### config.mk
export PLATFORM = sky130hd
export DESIGN_NAME = mdu_seq
export DESIGN_NICKNAME = d
export VERILOG_FILES = /design/src/rtl/mdu_seq.sv
export SDC_FILE = /design/constraint.sdc
export NUM_CORES = 1
export LEC_CHECK = 0
export CAP_MARGIN = 20
export CORE_ASPECT_RATIO = 1.4
export CORE_MARGIN = 10
export CORE_UTILIZATION = 55
export DETAILED_ROUTE_END_ITERATION = 16
export PLACE_DENSITY = 0.75
export SYNTH_ARGS = -nofsm -noshare
export SYNTH_HDL_FRONTEND = slang
export SYNTH_SLANG_ARGS = --single-unit
### constraint.sdc
create_clock -name CLK -period 14.15 [get_ports CLK]
set_input_delay 2.83 -clock CLK [delete_from_list [all_inputs] [get_ports CLK]]
set_output_delay 2.83 -clock CLK [all_outputs]
set_load 0.05 [all_outputs]
### src/rtl/mdu_seq.sv
// rtl/mdu_seq.sv - HI/LO multiply/divide sequencer, one bit per cycle
// Shift-add multiply and restoring divide on magnitudes; FIX applies the signs.
module mdu_seq #(
   parameter int WIDTH = 32
) (
   input  logic             CLK,
   input  logic             RST,
   input  logic             Start,
   input  logic [5:0]       Funct,
   input  logic [WIDTH-1:0] Rdata1,
   input  logic [WIDTH-1:0] Rdata2,
   output logic             Busy,
   output logic             Stall,
   output logic [WIDTH-1:0] HI,
   output logic [WIDTH-1:0] LO,
   output logic             DivZero
);

   localparam int CW = $clog2(WIDTH);
   localparam logic [5:0] F_MFHI  = 6'h10;
   localparam logic [5:0] F_MTHI  = 6'h11;
   localparam logic [5:0] F_MFLO  = 6'h12;
   localparam logic [5:0] F_MTLO  = 6'h13;
   localparam logic [5:0] F_MULT  = 6'h18;
   localparam logic [5:0] F_MULTU = 6'h19;
   localparam logic [5:0] F_DIV   = 6'h1A;
   localparam logic [5:0] F_DIVU  = 6'h1B;

   typedef enum logic [1:0] {IDLE, MUL, DIV, FIX} state_t;

   state_t                 state_q;
   logic [CW-1:0]          cnt_q;
   logic [2*WIDTH-1:0]     acc_q;
   logic [WIDTH-1:0]       opnd_q;
   logic                   div_q, qneg_q, rneg_q, divz_q;
   logic [WIDTH-1:0]       hi_q, lo_q;

   logic                   is_mdu, op_signed;
   logic [WIDTH-1:0]       rs_abs, rt_abs;
   logic [WIDTH:0]         mul_sum;
   logic [2*WIDTH:0]       div_sh;
   logic                   div_ge;
   logic [WIDTH-1:0]       div_diff;
   logic [2*WIDTH-1:0]     step_d, prod_fix;
   logic [WIDTH-1:0]       quo_fix, rem_fix;

   always_comb begin
      is_mdu = 1'b0;
      case (Funct)
         F_MFHI, F_MTHI, F_MFLO, F_MTLO,
         F_MULT, F_MULTU, F_DIV, F_DIVU: is_mdu = 1'b1;
         default:                        is_mdu = 1'b0;
      endcase
   end

   // MULT and DIV are the even codes of their pairs
   assign op_signed = (Funct == F_MULT) || (Funct == F_DIV);
   assign rs_abs    = (op_signed && Rdata1[WIDTH-1]) ? -Rdata1 : Rdata1;
   assign rt_abs    = (op_signed && Rdata2[WIDTH-1]) ? -Rdata2 : Rdata2;

   // Multiply: acc = {partial product, remaining multiplier bits}, shifted right.
   // Divide: acc = {remainder, dividend/quotient}, shifted left.
   always_comb begin
      mul_sum  = {1'b0, acc_q[2*WIDTH-1:WIDTH]} + (acc_q[0] ? {1'b0, opnd_q} : '0);
      div_sh   = {acc_q, 1'b0};
      div_ge   = div_sh[2*WIDTH:WIDTH] >= {1'b0, opnd_q};
      div_diff = div_sh[2*WIDTH-1:WIDTH] - opnd_q;
      step_d   = acc_q;
      if (state_q == MUL)
         step_d = {mul_sum, acc_q[WIDTH-1:1]};
      else if (div_ge)
         step_d = {div_diff, div_sh[WIDTH-1:1], 1'b1};
      else
         step_d = div_sh[2*WIDTH-1:0];
      prod_fix = qneg_q ? -acc_q : acc_q;
      quo_fix  = qneg_q ? -acc_q[WIDTH-1:0] : acc_q[WIDTH-1:0];
      rem_fix  = rneg_q ? -acc_q[2*WIDTH-1:WIDTH] : acc_q[2*WIDTH-1:WIDTH];
   end

   always_ff @(posedge CLK or posedge RST) begin
      if (RST) begin
         state_q <= IDLE;
         cnt_q   <= '0;
         acc_q   <= '0;
         opnd_q  <= '0;
         div_q   <= 1'b0;
         qneg_q  <= 1'b0;
         rneg_q  <= 1'b0;
         divz_q  <= 1'b0;
         hi_q    <= '0;
         lo_q    <= '0;
      end else begin
         divz_q <= 1'b0;
         case (state_q)
            IDLE: begin
               if (Start) begin
                  case (Funct)
                     F_MTHI: hi_q <= Rdata1;
                     F_MTLO: lo_q <= Rdata1;
                     F_MULT, F_MULTU, F_DIV, F_DIVU: begin
                        if (Funct[1] && (Rdata2 == '0)) begin
                           divz_q <= 1'b1;
                        end else begin
                           acc_q   <= {{WIDTH{1'b0}}, rs_abs};
                           opnd_q  <= rt_abs;
                           qneg_q  <= op_signed && (Rdata1[WIDTH-1] ^ Rdata2[WIDTH-1]);
                           rneg_q  <= op_signed && Rdata1[WIDTH-1];
                           div_q   <= Funct[1];
                           cnt_q   <= '0;
                           state_q <= Funct[1] ? DIV : MUL;
                        end
                     end
                     default: ;
                  endcase
               end
            end
            MUL, DIV: begin
               acc_q <= step_d;
               if (cnt_q == CW'(WIDTH - 1)) begin
                  cnt_q   <= '0;
                  state_q <= FIX;
               end else begin
                  cnt_q <= cnt_q + 1'b1;
               end
            end
            FIX: begin
               if (div_q) begin
                  hi_q <= rem_fix;
                  lo_q <= quo_fix;
               end else begin
                  hi_q <= prod_fix[2*WIDTH-1:WIDTH];
                  lo_q <= prod_fix[WIDTH-1:0];
               end
               state_q <= IDLE;
            end
            default: state_q <= IDLE;
         endcase
      end
   end

   assign Busy    = (state_q != IDLE);
   assign Stall   = Busy && Start && is_mdu;
   assign HI      = hi_q;
   assign LO      = lo_q;
   assign DivZero = divz_q;

endmodule

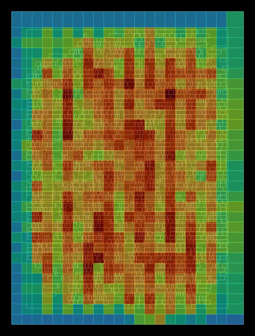
*Routing congestion, run 1*
global-route met3 utilization: 0.0352
met1 demand-to-capacity share in global routing: 0.295
Core Util, Final: 0.644

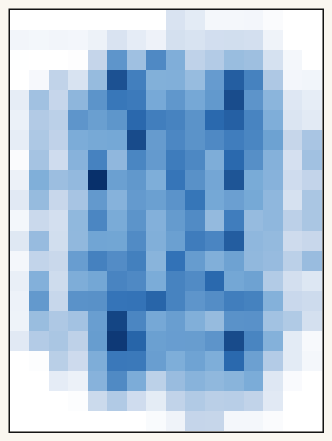
*Routed metal per tile, run 1*
(2 px per um) The die is cut into 16 by 21 equal tiles; white is low, dark blue is high, scaled to the fullest tile. Values are wire area over tile area, all layers added.
fullest tile: 0.56
densest ninth of the die: middle
tiles over half the peak: 35%
mean over tiles: 0.21
nearly empty tiles: 11%
wire length per cell after detailed routing: 19.1 um
post-detailed-routing wire length: 43000 um
total number of vias: 13921
global-route total usage across every layer: 0.255

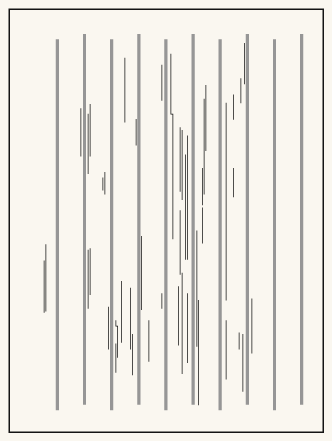
*The metal 4 layer, run 1*
(2 px per um) Supply wires on this layer in grey.
nets with wire on the layer: 41
wire length on this layer: 1370 um
main direction: vertical
share of all routed wire: 3.2%

[run 1: layer usage]
layer,track usage,vias to the layer above,wire [um],share of wire
met5,0,-,0,0
met4,0.109,0,1370,0.032
met3,0.0352,99,2490,0.058
met2,0.458,526,21900,0.51
met1,0.295,6591,17200,0.40
li1,-,6705,-,-
[run 1: synth_stat cells, types with 20 or more instances]
| master | number |
|---|---|
| sky130_fd_sc_hd__nor2_1 | 144 |
| sky130_fd_sc_hd__inv_1 | 63 |
| sky130_fd_sc_hd__xor2_1 | 84 |
| sky130_fd_sc_hd__ha_1 | 73 |
| sky130_fd_sc_hd__nand3_1 | 21 |
| sky130_fd_sc_hd__clkbuf_1 | 83 |
| sky130_fd_sc_hd__o21ai_0 | 268 |
| sky130_fd_sc_hd__a21oi_1 | 127 |
| sky130_fd_sc_hd__mux2i_1 | 47 |
| sky130_fd_sc_hd__a21o_1 | 41 |
| sky130_fd_sc_hd__xnor2_1 | 88 |
| sky130_fd_sc_hd__nor3_1 | 28 |
| sky130_fd_sc_hd__o31ai_1 | 30 |
| sky130_fd_sc_hd__dfrtp_1 | 171 |
| sky130_fd_sc_hd__nand2_1 | 283 |
| sky130_fd_sc_hd__a31oi_1 | 20 |
[run 1: state kept, by name, indices dropped and copies added, names as in the netlist]
name     flops
acc_q       64
HI          32
LO          32
opnd_q      32
cnt_q        5
state_q      2
DivZero      1
div_q        1
qneg_q       1
rneg_q       1
[run 1: power by group]
group	switching, uW	internal (uW)
clock network	205	274
logic	1970	1170
registers	280	718
total	2450	2170
[run 1: worst reg2reg max path, cell delays in order, from the launching register on]
cell and delay, ns:
sky130_fd_sc_hd__dfrtp_1 0.51, sky130_fd_sc_hd__ha_1 0.37, sky130_fd_sc_hd__nor2b_1 0.15, sky130_fd_sc_hd__o31ai_1 0.41, sky130_fd_sc_hd__a21oi_1 0.18, sky130_fd_sc_hd__o21ai_0 0.52
sky130_fd_sc_hd__o21ai_0 0.37, sky130_fd_sc_hd__a21oi_2 0.92, sky130_fd_sc_hd__nand2_1 0.92, sky130_fd_sc_hd__o21ai_0 0.69, sky130_fd_sc_hd__o22ai_1 0.13
[run 1: logic make-up (layout without fill, tap and decap cells)]
group | Yosys count | in the layout | share of synthesized area
and+or+nand+nor | 602 | 602 | 0.190
xor gates and xnor gates | 172 | 172 | 0.105
DFF | 171 | 171 | 0.299
adders and majority gates | 75 | 75 | 0.0667
muxes | 50 | 50 | 0.0353
buffers and inverters | 173 | 249 | 0.0477
AOI/OAI and AO/OA | 609 | 609 | 0.255
[run 1: cell type report]
class | count | area (um^2) | area share
Multi-Input combinational cell | 1508 | 9370 | 0.571
Tap cell | 319 | 399 | 0.0243
Timing Repair Buffer | 154 | 1530 | 0.0933
Clock inverter | 10 | 116 | 0.00709
Clock buffer | 22 | 474 | 0.0289
Sequential cell | 171 | 4280 | 0.261
Inverter | 63 | 241 | 0.0147
==> flow_summary.ini, run 1 <==
; generated from flow reports
[timing]
timing.setup.tns_ns = 0
clock.fmax_mhz = 136
finalClockSkew_ns = 0.00744
hold_slack_ns = 0.475
tightestPinTransition_ns = 1.08

[yosys]
synth.lib_cells_used.distinct = 76
netlist_instances = 1852
synth.area.top_cells = sky130_fd_sc_hd__dfrtp_1 (30%), sky130_fd_sc_hd__o21ai_0 (9.4%), sky130_fd_sc_hd__nand2_1 (7.4%)
synthesized_area_um2 = 14300

[route]
initial_drt_markers = 970

[layout]
final_cell_area_um2 = 16400
layout_top_cell = sky130_fd_sc_hd__nand2_1
layout_top_cells_excl_fill_tap = sky130_fd_sc_hd__nand2_1 (283), sky130_fd_sc_hd__o21ai_0 (267), sky130_fd_sc_hd__dfrtp_1 (171)
area.growth.synth_to_final_pct = 14.8

[worst_setup_path]
worstPathArrival_ns = 4.53
timing.critical_path.fanout_max = 4
worst_path_largest_cell_delay_ns = 0.80
timing.reg2reg.worst_path_depth = 10

[placement]
detailed_place_hpwl_um = 32300
finalWeightedCongestion = 0.939

[global_route]
global_route.overflow_total = 0

[cts]
clock_path_buffers = 2
cts_setup_buffers = 0
post_cts_hold_buffer_count = 0
htreeDepth = 4

[outcome]
run_status = finished, final reports clean

[worst_hold_path]
min_delay_worst_endpoint = LO[2]

[job]
stage_log_warnings = 28
### Gate-type map, run 1

(3 px per um)
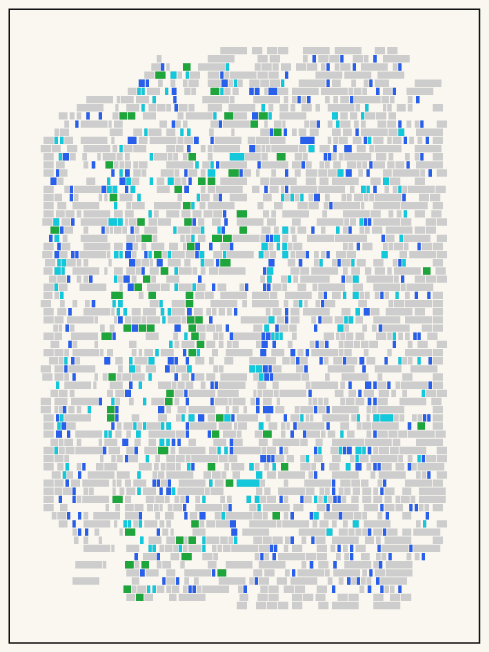

## Run 2: what changed since run 1
Settings changed: CORE_UTILIZATION 55 to 53, PLACE_DENSITY 0.75 to 0.76.
Clock period 14.15 ns to 6.1 ns, I/O delays scaled along.
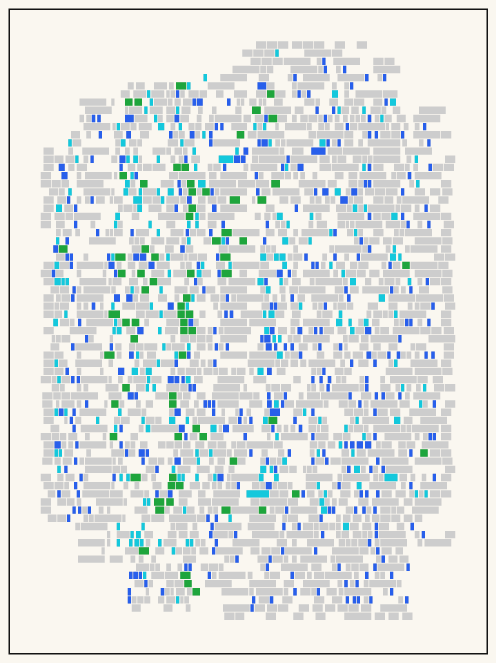
*Gate-type map, run 2*
(3 px per um)
| family | colour | cells | most used |
|---|---|---|---|
| NAND gates | blue | 343 | nand2_1 |
| NOR gates | cyan | 207 | nor2_1 |
| AND-OR and OR-AND gates | green | 72 | a21o_1 |
combinational fraction of the cell area: 0.568
non-filler instance count after layout: 2296
most frequently placed logic cell in the final layout: sky130_fd_sc_hd__nand2_1

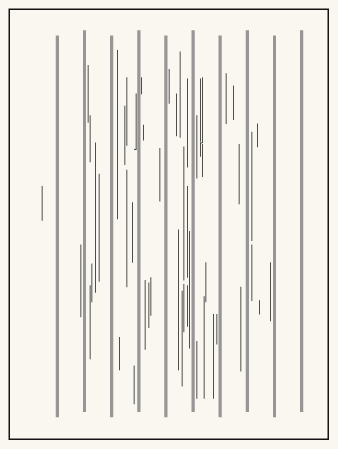
*The metal 4 layer, run 2*
(2 px per um) Supply wires on this layer in grey.
main direction: vertical
wire length on this layer: 1680 um
longest straight run: 84.3 um
share of all routed wire: 3.9%
nets with wire on the layer: 45
total number of vias: 13895
post-detailed-routing wire length: 42900 um

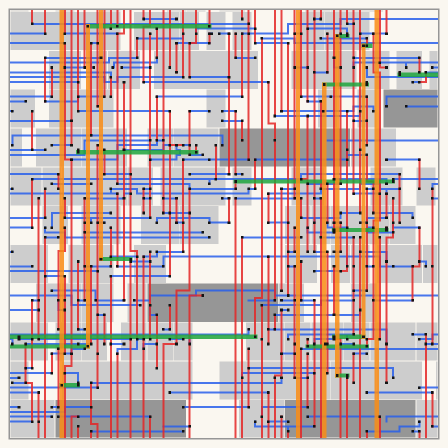
*Layout detail, run 2*
Region (64, 49) to (94, 79) um. Cells in grey, sequential cells in the stronger grey; small squares are vias.
| layer | colour |
|---|---|
| met4 | orange |
| met2 | red |
| met3 | green |
| met1 | blue |
most frequent: o21ai_0 (9), nand2_1 (9)
netlist names of flops here include: acc_q (3), HI (1)
sequential cells in the window: 4
cells with their middle in the window: 78

==> run 2 against run 1 <==
Compared with the run above: worst hold slack got worse by 0.0015 ns; routed wire length fell by 0.14%; sequential power rose by 130%; critical endpoint is now acc_q[47].
==> flow_summary.ini, run 2 <==
; generated from flow reports
[layout]
area.growth.synth_to_final_pct = 15.3
top_register = acc_q
layout_top_cells_excl_fill_tap = sky130_fd_sc_hd__nand2_1 (283), sky130_fd_sc_hd__o21ai_0 (267), sky130_fd_sc_hd__dfrtp_1 (171)
register_area_um2 = 4280
largest_reg_flops = 64
comb_area_um2 = 9370
finish.utilization = 0.616

[placement]
finalWeightedCongestion = 0.921
detailed_place_hpwl_um = 33000

[yosys]
synth.area.top_cells = sky130_fd_sc_hd__dfrtp_1 (30%), sky130_fd_sc_hd__o21ai_0 (9.4%), sky130_fd_sc_hd__nand2_1 (7.4%)
synth.lib_cells_used.distinct = 76
synthTopCellsByCount = sky130_fd_sc_hd__nand2_1 (283), sky130_fd_sc_hd__o21ai_0 (268), sky130_fd_sc_hd__dfrtp_1 (171), sky130_fd_sc_hd__nor2_1 (144), sky130_fd_sc_hd__a21oi_1 (127)
synthesized_area_um2 = 14300
netlist.top_cell.by_instances = sky130_fd_sc_hd__nand2_1

[worst_hold_path]
min_delay_worst_endpoint = LO[6]

[power_and_ir_drop]
power_share_of_the_clock_group = 0.101
combPwrFrac = 0.683
total_switching_power_uw = 5720
sw_frac_of_total = 0.533
power_frac_seq = 0.217
cell_internal_pwr_uw = 5010

[timing]
clock.fmax_mhz = 224
finalClockSkew_ns = 0.00940

[cts]
htreeDepth = 4
cts_setup_buffers = 0
post_cts_hold_buffer_count = 0
clock_path_buffers = 2

[worst_setup_path]
timing.reg2reg.worst_path_depth = 14
worstPathArrival_ns = 4.83

[job]
stage_log_warnings = 28

[route]
initial_drt_markers = 807

[global_route]
wire_length_of_the_first_global_routing_pass_um = 69500
globalRouteTotalUtil = 0.245
global_route.overflow_total = 0

[outcome]
run_status = finished, final reports clean
[run 2: cell counts after synthesis]
No cell type changed its count.
[run 2: worst register-to-register path, cell delays in order, from the launching register on]
cell                        delay [ns]
sky130_fd_sc_hd__dfrtp_1          0.47
sky130_fd_sc_hd__inv_1            0.16
sky130_fd_sc_hd__buf_4            0.37
sky130_fd_sc_hd__nor2_1           0.11
sky130_fd_sc_hd__ha_1             0.40
sky130_fd_sc_hd__o211ai_1         0.12
sky130_fd_sc_hd__a21oi_1          0.27
sky130_fd_sc_hd__o2111ai_1        0.19
sky130_fd_sc_hd__a31oi_1          0.44
sky130_fd_sc_hd__a21oi_1          0.24
sky130_fd_sc_hd__nor3_1           0.39
sky130_fd_sc_hd__nor2_1           0.15
sky130_fd_sc_hd__o41ai_1          0.41
sky130_fd_sc_hd__o22ai_1          0.12
sky130_fd_sc_hd__o21ai_0          0.18
[run 2: worst max path at each step]
stage | cells after the start | startpoint | slack, ns | endpoint
6_report | 10 | Rdata2[10] | 1.64 | acc_q[47]
5_1_grt | 10 | Rdata2[8] | 1.47 | acc_q[47]
4_1_cts | 10 | Rdata2[10] | 1.68 | acc_q[47]
3_5_place_dp | 10 | Rdata2[10] | 1.22 | acc_q[47]
3_3_place_gp | 10 | Rdata2[10] | 1.28 | acc_q[47]
2_1_floorplan | 1 | RST | 0.25 | DivZero
[run 2: layout make-up]
class | count | area share
inverters | 63 | 0.0147
clock buffers | 20 | 0.0283
multi-input cells | 1508 | 0.568
repair buffers | 157 | 0.0942
flip-flops and latches | 171 | 0.260
clock inverters | 12 | 0.00699
well taps | 365 | 0.0277
[run 2: kinds of logic after synthesis]
kind of cell    share of synthesized area
simple gates                        0.190
fa+ha+maj                          0.0667
buf+inv                            0.0477
mux                                0.0353
compound gates                      0.255
flops                               0.299
xor+xnor                            0.105
[run 2: stage by stage]
step / cell area (um^2) / setup WS (ns)
after global routing: 16500 / 1.47
final: 16500 / 1.64
after detailed placement: 15900 / 1.22
after global placement: 15900 / 1.28
after CTS: 16500 / 1.68
after floorplan: 14300 / 0.248
[run 2: per-layer routing]
layer  global-route usage  vias up  part of all wire
met2                0.433      516              0.50
met3               0.0405      114             0.055
met4                0.115        0             0.039
met1                0.281     6542              0.40
met5                    0        -                 0
li1                     -     6723                 -
[run 2: power groups by stage]
stage / clock network [uW] / registers [uW] / logic (uW)
4_1_cts: 1080 / 2310 / 7260
2_1_floorplan: 0 / 2790 / 4820
3_5_place_dp: 0 / 2330 / 7220
5_1_grt: 1120 / 2410 / 8040
6_report: 1080 / 2330 / 7320
3_3_place_gp: 0 / 2310 / 7100
Power is estimated from default activity; no workload was simulated.
